<file path="src/rtl/mem_bist_ctrl_if.sv">
`default_nettype none
// ============================================================================
// Module   : mem_bist_ctrl_if
// Brief    : Host bus and BIST control/status bundle for mem_bist_ctrl.
// Revision : 1.0 - initial release
// ============================================================================
interface mem_bist_ctrl_if #(
   parameter int ADDR_BITS = 7,
   parameter int DATA_BITS = 8
);
   logic                 we;
   logic [ADDR_BITS-1:0] addr;
   logic [DATA_BITS-1:0] wdata;
   logic [DATA_BITS-1:0] rdata;
   logic                 start;
   logic                 busy;
   logic                 done;
   logic                 fail;
   logic [ADDR_BITS-1:0] fail_addr;

   modport master (
      output we, addr, wdata, start,
      input  rdata, busy, done, fail, fail_addr
   );

   modport slave (
      input  we, addr, wdata, start,
      output rdata, busy, done, fail, fail_addr
   );
endinterface
`default_nettype wire

</file>
<file path="src/rtl/mem_bist_ctrl.sv">
`default_nettype none
// ============================================================================
// Module   : mem_bist_ctrl
// Brief    : Register-array memory with host port and March C- self-test.
// Revision : 1.0 - initial release
// ============================================================================
module mem_bist_ctrl #(
   parameter int ADDR_BITS = 7,
   parameter int DATA_BITS = 8
) (
   input  logic           clk,
   input  logic           reset,
   mem_bist_ctrl_if.slave bus
);
   localparam int                   DEPTH   = 2**ADDR_BITS;
   localparam logic [ADDR_BITS-1:0] CNT_MAX = '1;
   localparam logic [ADDR_BITS-1:0] CNT_ONE = {{(ADDR_BITS-1){1'b0}}, 1'b1};
   localparam logic [DATA_BITS-1:0] ZEROS   = '0;
   localparam logic [DATA_BITS-1:0] ONES    = '1;

   typedef enum logic [2:0] {
      IDLE = 3'd0,
      M0   = 3'd1,
      M1   = 3'd2,
      M2   = 3'd3,
      M3   = 3'd4,
      M4   = 3'd5,
      M5   = 3'd6
   } state_t;

   state_t               state, state_nx;
   logic                 phase, phase_nx;
   logic [ADDR_BITS-1:0] cnt, cnt_nx;
   logic [DATA_BITS-1:0] mem [DEPTH];

   logic                 bist_we;
   logic [DATA_BITS-1:0] bist_wdata;
   logic                 rd_chk;
   logic [DATA_BITS-1:0] rd_exp;
   logic                 op_last;
   logic                 run_end;
   logic                 elem_up;
   logic                 elem_last;
   logic [DATA_BITS-1:0] rd_word;

   assign rd_word   = mem[cnt];
   assign elem_up   = (state == M0) || (state == M1) || (state == M2);
   assign elem_last = elem_up ? (cnt == CNT_MAX) : (cnt == '0);
   assign bus.busy  = (state != IDLE);

   // phase selects the read (0) or write (1) half of a read-write element
   always_comb begin
      state_nx   = state;
      phase_nx   = phase;
      cnt_nx     = cnt;
      bist_we    = 1'b0;
      bist_wdata = ZEROS;
      rd_chk     = 1'b0;
      rd_exp     = ZEROS;
      op_last    = 1'b0;
      run_end    = 1'b0;

      case (state)
         IDLE: begin
            if (bus.start) begin
               state_nx = M0;
               cnt_nx   = '0;
               phase_nx = 1'b0;
            end
         end
         M0: begin
            bist_we = 1'b1;
            op_last = 1'b1;
         end
         M1, M2, M3, M4: begin
            if (!phase) begin
               rd_chk = 1'b1;
               rd_exp = ((state == M2) || (state == M4)) ? ONES : ZEROS;
            end else begin
               bist_we    = 1'b1;
               bist_wdata = ((state == M1) || (state == M3)) ? ONES : ZEROS;
               op_last    = 1'b1;
            end
         end
         M5: begin
            rd_chk  = 1'b1;
            op_last = 1'b1;
         end
         default: state_nx = IDLE;
      endcase

      if (state != IDLE) begin
         if (!op_last) begin
            phase_nx = 1'b1;
         end else begin
            phase_nx = 1'b0;
            if (!elem_last) begin
               cnt_nx = elem_up ? (cnt + CNT_ONE) : (cnt - CNT_ONE);
            end else begin
               // Reload the counter for the next element with no gap cycle
               case (state)
                  M0:      begin state_nx = M1; cnt_nx = '0;      end
                  M1:      begin state_nx = M2; cnt_nx = '0;      end
                  M2:      begin state_nx = M3; cnt_nx = CNT_MAX; end
                  M3:      begin state_nx = M4; cnt_nx = CNT_MAX; end
                  M4:      begin state_nx = M5; cnt_nx = CNT_MAX; end
                  default: begin state_nx = IDLE; cnt_nx = '0; run_end = 1'b1; end
               endcase
            end
         end
      end
   end

   always_ff @(posedge clk) begin
      if (reset) begin
         state         <= IDLE;
         phase         <= 1'b0;
         cnt           <= '0;
         bus.done      <= 1'b0;
         bus.fail      <= 1'b0;
         bus.fail_addr <= '0;
         bus.rdata     <= '0;
      end else begin
         state <= state_nx;
         phase <= phase_nx;
         cnt   <= cnt_nx;
         if (state == IDLE) begin
            bus.rdata <= mem[bus.addr];
            if (bus.start) begin
               bus.done      <= 1'b0;
               bus.fail      <= 1'b0;
               bus.fail_addr <= '0;
            end
         end
         if (rd_chk && (rd_word != rd_exp) && !bus.fail) begin
            bus.fail      <= 1'b1;
            bus.fail_addr <= cnt;
         end
         if (run_end) begin
            bus.done <= 1'b1;
         end
      end
   end

   // Array contents survive reset; reset only blocks writes in its cycle
   always_ff @(posedge clk) begin
      if (!reset) begin
         if (bist_we) begin
            mem[cnt] <= bist_wdata;
         end else if ((state == IDLE) && bus.we) begin
            mem[bus.addr] <= bus.wdata;
         end
      end
   end
endmodule
`default_nettype wire

</file>
<file path="src/flat_wrapper.sv">
// flat-port wrapper written by rule: the top's interface ports become plain ports
module mem_bist_ctrl_flat 
#(
   parameter int ADDR_BITS = 7,
   parameter int DATA_BITS = 8
)
  (clk, reset, bus_we, bus_addr, bus_wdata, bus_start, bus_rdata, bus_busy, bus_done, bus_fail, bus_fail_addr);
  mem_bist_ctrl_if #(.ADDR_BITS(ADDR_BITS), .DATA_BITS(DATA_BITS)) bus_i ();
  input  logic clk;
  input  logic reset;
  input wire logic [$bits(bus_i.we)-1:0] bus_we;
  input wire logic [$bits(bus_i.addr)-1:0] bus_addr;
  input wire logic [$bits(bus_i.wdata)-1:0] bus_wdata;
  input wire logic [$bits(bus_i.start)-1:0] bus_start;
  output wire logic [$bits(bus_i.rdata)-1:0] bus_rdata;
  output wire logic [$bits(bus_i.busy)-1:0] bus_busy;
  output wire logic [$bits(bus_i.done)-1:0] bus_done;
  output wire logic [$bits(bus_i.fail)-1:0] bus_fail;
  output wire logic [$bits(bus_i.fail_addr)-1:0] bus_fail_addr;
  assign bus_i.we = bus_we;
  assign bus_i.addr = bus_addr;
  assign bus_i.wdata = bus_wdata;
  assign bus_i.start = bus_start;
  assign bus_rdata = bus_i.rdata;
  assign bus_busy = bus_i.busy;
  assign bus_done = bus_i.done;
  assign bus_fail = bus_i.fail;
  assign bus_fail_addr = bus_i.fail_addr;
  mem_bist_ctrl #(.ADDR_BITS(ADDR_BITS), .DATA_BITS(DATA_BITS)) u_core (.clk(clk), .reset(reset), .bus(bus_i));
endmodule
</file>
<file path="config.mk">
export PLATFORM = sky130hd
export DESIGN_NAME = mem_bist_ctrl_flat
export DESIGN_NICKNAME = d
export VERILOG_FILES = /design/src/rtl/mem_bist_ctrl_if.sv /design/src/rtl/mem_bist_ctrl.sv /design/src/flat_wrapper.sv
export SDC_FILE = /design/constraint.sdc
export NUM_CORES = 1
export LEC_CHECK = 0
export CAP_MARGIN = 10
export CORE_AREA = 4 4 358 360
export DETAILED_ROUTE_END_ITERATION = 6
export DIE_AREA = 0 0 362 364
export PLACE_DENSITY_LB_ADDON = 0.08
export SYNTH_ARGS = -nofsm -noshare
export SYNTH_HDL_FRONTEND = slang
export SYNTH_SLANG_ARGS = --single-unit
</file>
<file path="constraint.sdc">
create_clock -name clk -period 4.5 [get_ports clk]
set_input_delay 0.9 -clock clk [delete_from_list [all_inputs] [get_ports clk]]
set_output_delay 0.9 -clock clk [all_outputs]
set_load 0.02 [all_outputs]
</file>
**Track usage over the die**

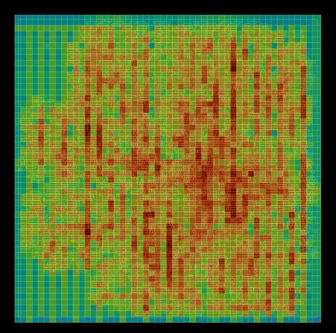
post-layout util: 46.10%
met3 usage: 4.287%
M1 GR Usage: 34.05%
gr usage total: 24.40%
met2 Resource Use GR: 39.36%

**Cell sizes after repair**

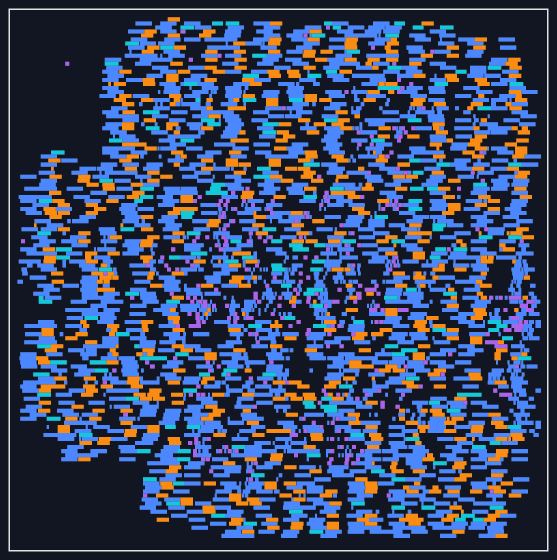
[purple] drive 3 to 4 | cells: 288 | share: 9.7%
[orange] drive 2 | cells: 661 | share: 22%
[blue] drive 1 or less | cells: 1829 | share: 62%
[cyan] drive 6 and up | cells: 182 | share: 6.1%

**M3 wires**

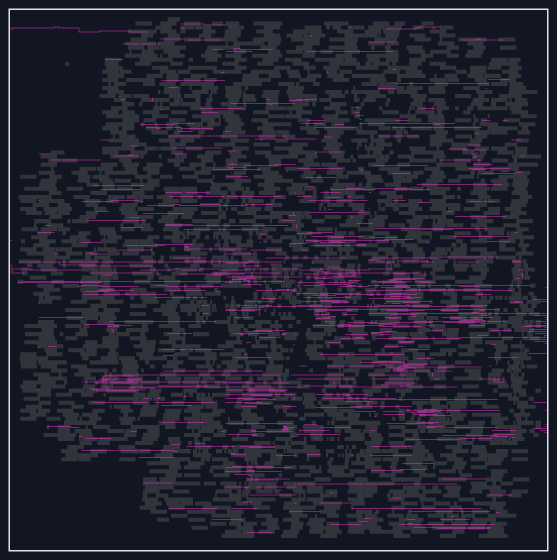
longest straight run: 177 microns
main direction: horizontal
nets with wire on the layer: 394
wire length on this layer: 11700 microns
share of all routed wire: 7.3%
DRT Wirelength: 160300 microns
via count: 28.78k

**Routed clock nets over the placement**

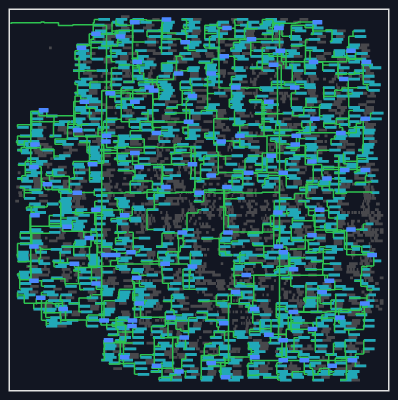
[cyan] flip-flops | count: 1052
[blue] cells driving clock nets | count: 117
[green] clock wires | length: 13900 microns
flops lie: all over the die

==> results_dict.tcl <==
# metrics dict for downstream scripts
set metrics [dict create \
    outcome "finished, final reports clean" \
    r2r_slack_ns 0.20 \
    seq_cell_count 1052 \
    dieWidth_microns 362 \
    wl_per_cell_microns 34.75 \
    top_area_cell "edfxtp_1" \
    warning_count 33 \
    slowest_delay_ns 0.63 \
    fin_crit_sh_pct 95.53 \
    lay_top_cells "edfxtp_1 (1024), mux4_2 (518), buf_4 (265)" \
    clkCellAreaFrac_pct 6.624 \
    ys_seq_share_pct 62.88 \
    path_class "reg -> reg" \
    cts_max_path_buffers 3 \
    fill_cells 10515 \
    cts_tree "done" \
    synth_cells 2612 \
    relSlewSlack_pct 26.84 \
    placed_cells 4391 \
    syn_area_per_cell_sq_um 19.06 \
    setup_ws_ns 0.2013 \
    drv_cap 0 \
    comb_cells 1337 \
    startpoint "u_core.cnt[0]" \
    ctsHtreeMaxLevel 3 \
    drt-initial-drc-count 3270 \
    ios 37 \
    cp.depth 13 \
    dpl_cell_area_sq_mm 0.05381 \
    cts-root-buf "clkbuf_16" \
    n_all_inverters 13 \
    internal_power_uw 17420 \
    synth_area_sq_mm 0.04979 \
    pre_cts_ws_ns 0.1311 \
    num_rows 130 \
    cts_setup_buffers 0 \
    yosys-top-cells-area "edfxtp_1 (62%), mux4_2 (23%), mux2_2 (2.1%)" \
    leakagePower_uw 0.01788 \
    grt_max_degree 129 \
    fin_nets 2887 \
    drive_above_1_share_pct 38.21 \
    p_per_area_mw_per_mm2 399.8 \
    critPathBufInv 4 \
    xor_share_pct 0.1055 \
    reg2reg_from "u_core.cnt[0]" \
    finalSetupTns_ns 0 \
    finalPower_uw 23050 \
    ys_seq_elements 1052 \
    ys_cells 2612 \
    p_seq_uw 10900 \
    fp.dieH_microns 364 \
    hp-class "reg -> reg" \
    cp.arrival_ns 4.93 \
    skew_ns 0.02924 \
    edf_count 1024 \
    mux_share_pct 26.93 \
    power.group.top "sequential cells" \
    drtAntennaViolNets 0 \
    mi_logic_area_sq_mm 0.01724 \
    gp_congestion 0.8885 \
    setup_viol 0 \
    path_cells "buf_12 > buf_4 > mux4_2 > o22ai_1 > nor3_1 > nor3_1 > nor4_1 > or4_1 > mux2i_2 > buf_4 > a211oi_4 > buf_12 > a22o_1" \
    clk-insertion-delay-late_ns 0.74 \
    startpoint_type "flip-flop" \
    grt_antenna_before_repair 10 \
    hold_end "u_core.bus.fail_addr[1]" \
    topRoutingLayerUsed "met5" \
    critPathCapture "u_core.bus.fail" \
    required_ns 5.13 \
    coreArea_sq_mm 0.1251 \
    combPwrFrac_pct 11.3 \
    yosys-stat-area_sq_mm 0.04979 \
    adder_share_pct 0.1910 \
    slew_viol_final 0 \
    flop_cell "edfxtp_1" \
    worst_slew_pin_slew_ns 1.067 \
    power_frac_clock_pct 41.6 \
    seq_area_share_pct 54.32 \
    met1_length_microns 66650 \
]
